[config.mk]
export PLATFORM = sky130hd
export DESIGN_NAME = mem_arbiter
export DESIGN_NICKNAME = d
export VERILOG_FILES = /design/src/rtl/mem_arbiter.sv
export SDC_FILE = /design/constraint.sdc
export NUM_CORES = 1
export LEC_CHECK = 0
export CORE_UTILIZATION = 47
export DETAILED_ROUTE_END_ITERATION = 10
export GPL_ROUTABILITY_DRIVEN = 0
export PLACE_DENSITY = 0.76
export SLEW_MARGIN = 20
export SYNTH_ARGS = -nofsm -noshare
export SYNTH_HDL_FRONTEND = slang
export SYNTH_SLANG_ARGS = --single-unit
export TNS_END_PERCENT = 30
[constraint.sdc]
create_clock -name clk -period 2.7 [get_ports clk]
set_clock_uncertainty 0.15 [all_clocks]
set_input_delay 0.81 -clock clk [delete_from_list [all_inputs] [get_ports clk]]
set_output_delay 0.81 -clock clk [all_outputs]
set_load 0.01 [all_outputs]
[src/rtl/mem_arbiter.sv]
// mem_arbiter
//
// Request scheduler in front of the byte-serial memory controller. Shares the
// single RAM port between instruction fetch, LSB loads and ROB-committed
// stores. Committed stores are queued in a small FIFO and drain ahead of all
// other traffic; loads are held off while any store is pending. A mispredict
// flush blocks new fetch/load grants and discards the result of an in-flight
// fetch/load without disturbing the controller handshake.
//
// Ports:
//   clk, rst            clock (rising edge), asynchronous active-low reset
//   rdy                 global enable; all state holds while low
//   flush               mispredict flush
//   if_req/if_addr      fetch request (level) -> if_done/if_data
//   ld_req/ld_addr/ld_size/ld_sign
//                       load request (level) -> ld_done/ld_data
//   st_req/st_addr/st_data/st_size
//                       store push (pulse) -> st_ack, st_full
//   mc_valid/mc_kind/mc_addr/mc_size/mc_sign/mc_wdata
//                       transaction to the controller (kind 0 fetch, 1 load, 2 store)
//   mc_done/mc_rdata    controller completion and read data
//   idle                FSM idle and store FIFO empty
//
// Build option:
//   MEM_ARB_STARVE_EN   when defined, a fetch that has waited through
//                       STARVE_LIMIT consecutive store/load grants is granted
//                       ahead of everything else.

module mem_arbiter #(
    parameter int ST_DEPTH     = 4,
    parameter int STARVE_LIMIT = 8
) (
    input  logic        clk,
    input  logic        rst,
    input  logic        rdy,
    input  logic        flush,
    input  logic        if_req,
    input  logic [31:0] if_addr,
    output logic        if_done,
    output logic [31:0] if_data,
    input  logic        ld_req,
    input  logic [31:0] ld_addr,
    input  logic [2:0]  ld_size,
    input  logic        ld_sign,
    output logic        ld_done,
    output logic [31:0] ld_data,
    input  logic        st_req,
    input  logic [31:0] st_addr,
    input  logic [31:0] st_data,
    input  logic [2:0]  st_size,
    output logic        st_ack,
    output logic        st_full,
    output logic        mc_valid,
    output logic [1:0]  mc_kind,
    output logic [31:0] mc_addr,
    output logic [2:0]  mc_size,
    output logic        mc_sign,
    output logic [31:0] mc_wdata,
    input  logic        mc_done,
    input  logic [31:0] mc_rdata,
    output logic        idle
);

    localparam int PW = $clog2(ST_DEPTH);
    localparam int CW = PW + 1;

    localparam logic [1:0] K_FETCH = 2'd0;
    localparam logic [1:0] K_LOAD  = 2'd1;
    localparam logic [1:0] K_STORE = 2'd2;

    if ((ST_DEPTH < 2) || ((ST_DEPTH & (ST_DEPTH - 1)) != 0) || (STARVE_LIMIT < 1)) begin : g_param_check
        $error("mem_arbiter: ST_DEPTH must be a power of two >= 2 and STARVE_LIMIT >= 1");
    end

    typedef enum logic {
        S_IDLE,
        S_BUSY
    } state_t;

    state_t state, state_nxt;

    // store FIFO
    logic [31:0]   fifo_addr [ST_DEPTH];
    logic [31:0]   fifo_data [ST_DEPTH];
    logic [2:0]    fifo_size [ST_DEPTH];
    logic [PW-1:0] wr_ptr, rd_ptr;
    logic [CW-1:0] count, count_nxt;

    logic push, pop;
    logic gnt_fetch, gnt_load, gnt_store;
    logic starve_force;

    // set when a flush hits an in-flight fetch/load; its completion is dropped
    logic discard, discard_nxt;

    logic        mc_valid_nxt;
    logic [1:0]  mc_kind_nxt;
    logic [31:0] mc_addr_nxt;
    logic [2:0]  mc_size_nxt;
    logic        mc_sign_nxt;
    logic [31:0] mc_wdata_nxt;
    logic        if_done_nxt, ld_done_nxt;
    logic [31:0] if_data_nxt, ld_data_nxt;

    // st_full is the registered pre-edge view, so a push in the same cycle as a
    // pop from a full FIFO is rejected
    assign push = st_req && !st_full;

    always_comb begin
        state_nxt    = state;
        discard_nxt  = discard;
        mc_valid_nxt = mc_valid;
        mc_kind_nxt  = mc_kind;
        mc_addr_nxt  = mc_addr;
        mc_size_nxt  = mc_size;
        mc_sign_nxt  = mc_sign;
        mc_wdata_nxt = mc_wdata;
        if_done_nxt  = 1'b0;
        if_data_nxt  = if_data;
        ld_done_nxt  = 1'b0;
        ld_data_nxt  = ld_data;
        pop          = 1'b0;
        gnt_fetch    = 1'b0;
        gnt_load     = 1'b0;
        gnt_store    = 1'b0;

        case (state)
            S_IDLE: begin
                if (starve_force && if_req && !flush)
                    gnt_fetch = 1'b1;
                else if (count != '0)
                    gnt_store = 1'b1;
                else if (ld_req && !flush)
                    gnt_load = 1'b1;
                else if (if_req && !flush)
                    gnt_fetch = 1'b1;

                if (gnt_store) begin
                    mc_kind_nxt  = K_STORE;
                    mc_addr_nxt  = fifo_addr[rd_ptr];
                    mc_size_nxt  = fifo_size[rd_ptr];
                    mc_sign_nxt  = 1'b0;
                    mc_wdata_nxt = fifo_data[rd_ptr];
                end else if (gnt_load) begin
                    mc_kind_nxt  = K_LOAD;
                    mc_addr_nxt  = ld_addr;
                    mc_size_nxt  = ld_size;
                    mc_sign_nxt  = ld_sign;
                    mc_wdata_nxt = '0;
                end else if (gnt_fetch) begin
                    mc_kind_nxt  = K_FETCH;
                    mc_addr_nxt  = if_addr;
                    mc_size_nxt  = 3'd4;
                    mc_sign_nxt  = 1'b0;
                    mc_wdata_nxt = '0;
                end

                if (gnt_store || gnt_load || gnt_fetch) begin
                    state_nxt    = S_BUSY;
                    mc_valid_nxt = 1'b1;
                    discard_nxt  = 1'b0;
                end
            end

            S_BUSY: begin
                if (flush && (mc_kind != K_STORE))
                    discard_nxt = 1'b1;

                if (mc_done) begin
                    state_nxt    = S_IDLE;
                    mc_valid_nxt = 1'b0;
                    discard_nxt  = 1'b0;
                    case (mc_kind)
                        K_FETCH: begin
                            if (!discard && !flush) begin
                                if_done_nxt = 1'b1;
                                if_data_nxt = mc_rdata;
                            end
                        end
                        K_LOAD: begin
                            if (!discard && !flush) begin
                                ld_done_nxt = 1'b1;
                                ld_data_nxt = mc_rdata;
                            end
                        end
                        K_STORE: pop = 1'b1;
                        default: ;
                    endcase
                end
            end

            default: state_nxt = S_IDLE;
        endcase
    end

    always_comb begin
        count_nxt = count;
        if (push && !pop)
            count_nxt = count + CW'(1);
        else if (pop && !push)
            count_nxt = count - CW'(1);
    end

    always_ff @(posedge clk or negedge rst) begin
        if (!rst)
            state <= S_IDLE;
        else if (rdy)
            state <= state_nxt;
    end

    always_ff @(posedge clk or negedge rst) begin
        if (!rst) begin
            discard  <= 1'b0;
            wr_ptr   <= '0;
            rd_ptr   <= '0;
            count    <= '0;
            mc_valid <= 1'b0;
            mc_kind  <= '0;
            mc_addr  <= '0;
            mc_size  <= '0;
            mc_sign  <= 1'b0;
            mc_wdata <= '0;
            if_done  <= 1'b0;
            if_data  <= '0;
            ld_done  <= 1'b0;
            ld_data  <= '0;
            st_ack   <= 1'b0;
            st_full  <= 1'b0;
            idle     <= 1'b0;
        end else if (rdy) begin
            discard  <= discard_nxt;
            if (push)
                wr_ptr <= wr_ptr + PW'(1);
            if (pop)
                rd_ptr <= rd_ptr + PW'(1);
            count    <= count_nxt;
            mc_valid <= mc_valid_nxt;
            mc_kind  <= mc_kind_nxt;
            mc_addr  <= mc_addr_nxt;
            mc_size  <= mc_size_nxt;
            mc_sign  <= mc_sign_nxt;
            mc_wdata <= mc_wdata_nxt;
            if_done  <= if_done_nxt;
            if_data  <= if_data_nxt;
            ld_done  <= ld_done_nxt;
            ld_data  <= ld_data_nxt;
            st_ack   <= push;
            st_full  <= (count_nxt == CW'(ST_DEPTH));
            idle     <= (state_nxt == S_IDLE) && (count_nxt == '0);
        end
    end

    // FIFO storage needs no reset; only the pointers and count define contents
    always_ff @(posedge clk) begin
        if (rdy && push) begin
            fifo_addr[wr_ptr] <= st_addr;
            fifo_data[wr_ptr] <= st_data;
            fifo_size[wr_ptr] <= st_size;
        end
    end

`ifdef MEM_ARB_STARVE_EN
    localparam int SW = $clog2(STARVE_LIMIT + 1);

    logic [SW-1:0] starve_cnt;

    assign starve_force = (starve_cnt == SW'(STARVE_LIMIT));

    // saturates at the limit so a flush-blocked fetch keeps its priority
    always_ff @(posedge clk or negedge rst) begin
        if (!rst)
            starve_cnt <= '0;
        else if (rdy) begin
            if (!if_req || gnt_fetch)
                starve_cnt <= '0;
            else if ((gnt_store || gnt_load) && (starve_cnt != SW'(STARVE_LIMIT)))
                starve_cnt <= starve_cnt + SW'(1);
        end
    end
`else
    assign starve_force = 1'b0;
`endif

endmodule

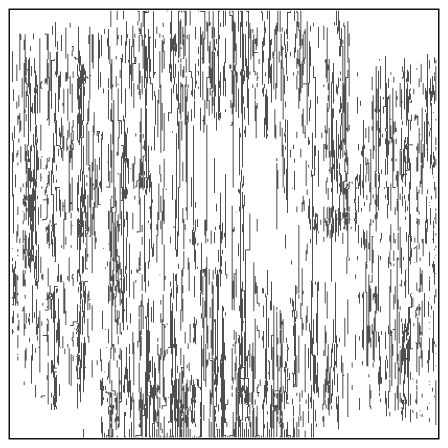
**Above:** the metal 2 layer.
The layer holds 49% of the routed length. The wires run mostly vertical. The layer carries 18100 µm of wire.

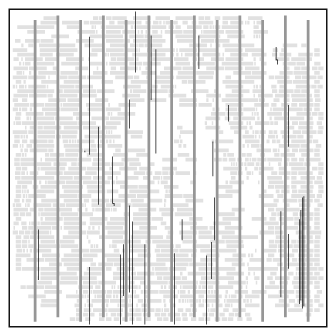
**Above:** M4 wires.
Supply wires on this layer in gray.
The layer carries 1130 µm of wire. The wires run mostly vertical. The longest straight run is 70.0 µm. The layer holds 3.1% of the routed length.

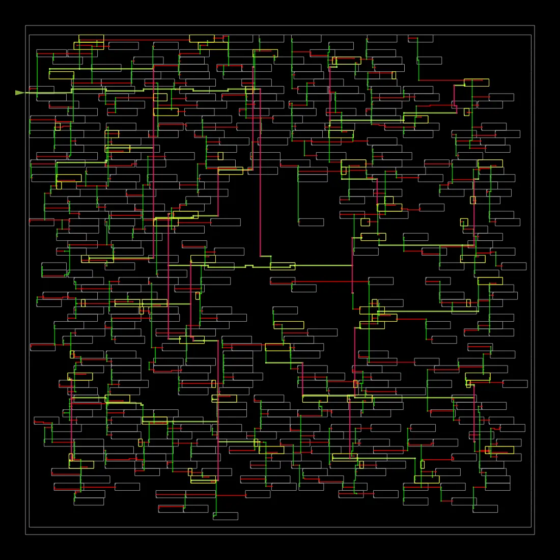
**Above:** clock wiring as the flow saved it.
CTS Sinks: 417
clk latency late pin: 0.54 ns
Clock group: 5.62 mW
layout clock buffer count: 54

==> results.sh <==
# source this file to load flow results
export IMPL_status="finished, final reports clean"
export IMPL_synth_distinct_cells=42
export IMPL_cts_root_buf="clkbuf_16"
export IMPL_p_total_mw=21.7
export IMPL_power_largest_group="sequential cells"
export IMPL_yosysSeqAreaShare_pct=72.1
export IMPL_p_int_mw=15.4
export IMPL_grtUsageTotal_pct=21.0
export IMPL_seq_share_pct=54.0
export IMPL_cp_arrival_ns=1.60
export IMPL_max_vdd_ir_drop_uv=647
export IMPL_std_cell_rows=67
export IMPL_layout_nonclk_buf_share_pct=17.7
export IMPL_final_setup_tns_ns=0
export IMPL_ys_sh_adder_pct=0.536
export IMPL_startpoint="mc_kind[0]"
export IMPL_cp_num_cells=1
export IMPL_grt_overflow_total=0
export IMPL_yosysTopAreaCell="edfxtp_1"
export IMPL_sh_comb_area_pct=19.4
export IMPL_largest_class="sequential cells"
export IMPL_cts_buffers=42
export IMPL_cts_hold_buf=0
export IMPL_ys_cells=955
export IMPL_setup_worst_path_end="mc_kind[0]"
export IMPL_cts_resized=0
export IMPL_synth_area_um2=16300
export IMPL_finalHoldViolCount=0
export IMPL_cp_slowest_cell="clkdlybuf4s50_1"
export IMPL_wl_met2_mm=18.1
export IMPL_p_comb_share_pct=32.8
export IMPL_dr_pass1_iters=4
export IMPL_grt_max_degree=69
export IMPL_synth_async_reset_ratio_pct=35.7
export IMPL_wl_per_cell_um=20.6
export IMPL_num_vias=9428
export IMPL_hold_class="input port to async pin"
export IMPL_drv_cap=0
export IMPL_finalNonFillerCells=1788
export IMPL_p_clk_share_pct=25.9
export IMPL_die_y_um=188
export IMPL_pg_comb_mw=7.13
export IMPL_htreeDepth=2
export IMPL_drc=0
export IMPL_grt_pass1_wl_mm=57.3
export IMPL_cts_tree="built"
export IMPL_synth_area_per_cell_um2=17.1
export IMPL_tapcell_inserted=448
export IMPL_viasPerCell=5.27
export IMPL_worst_hold_slack_ns=0.113
export IMPL_switchingPower_mw=6.36
export IMPL_synthAoiAreaFrac_pct=4.04
export IMPL_max_stage_delay_ns=0.61
export IMPL_grt_busiest_layer="met2"
export IMPL_cp_end_kind="output port"
export IMPL_final_area_um2=21800
export IMPL_path_max_fanout=6
export IMPL_critical_path_top_delay_family="buffers and inverters"
export IMPL_seqCellArea_um2=11800
export IMPL_met3_usage_pct=5.18
export IMPL_syn_num_nets=1137
export IMPL_num_io_pins=315
export IMPL_seqPwrFrac_pct=41.4
export IMPL_dr_first_iter_drc_count=409
export IMPL_lay_top_count="clkdlybuf4s50_1"
export IMPL_drt_met1_wl_mm=14.9
export IMPL_top_cell="edfxtp_1"
export IMPL_cp_num_buf_inv=1
export IMPL_groute_layer_met2_usage_pct=35.2
export IMPL_fin_nets=1487
export IMPL_dieArea_um2=35500
export IMPL_placed_cell_area_um2=20500
export IMPL_finish_utilization_pct=64.4
export IMPL_routed_wl_mm=36.8
export IMPL_flops=417
export IMPL_tightest_slew_ns=0.571
export IMPL_yosysWarningCount=0
export IMPL_enable_flop_cells=268
export IMPL_mux_share_pct=16.4
export IMPL_start_kind="register"
export IMPL_fp_util_pct=48.2
export IMPL_r2r_cells=9
export IMPL_pre_cts_ws_ns=-0.0847
export IMPL_clk_share_pct=6.11
export IMPL_dp_hpwl_mm=24.9
export IMPL_fin_crit_sh_pct=94.8
export IMPL_critPathKind="register to output port"
export IMPL_core_area_um2=33900
export IMPL_setup_violations=0
export IMPL_slew_headroom_pct=62.0
export IMPL_yosysChipArea_um2=16300
export IMPL_warnings=32
export IMPL_logic_area_um2=4230
export IMPL_swShare_pct=29.2
export IMPL_crit_chain="clkdlybuf4s50_1"
export IMPL_simple_gate_share_pct=4.40
Power and IR drop assume default switching activity.
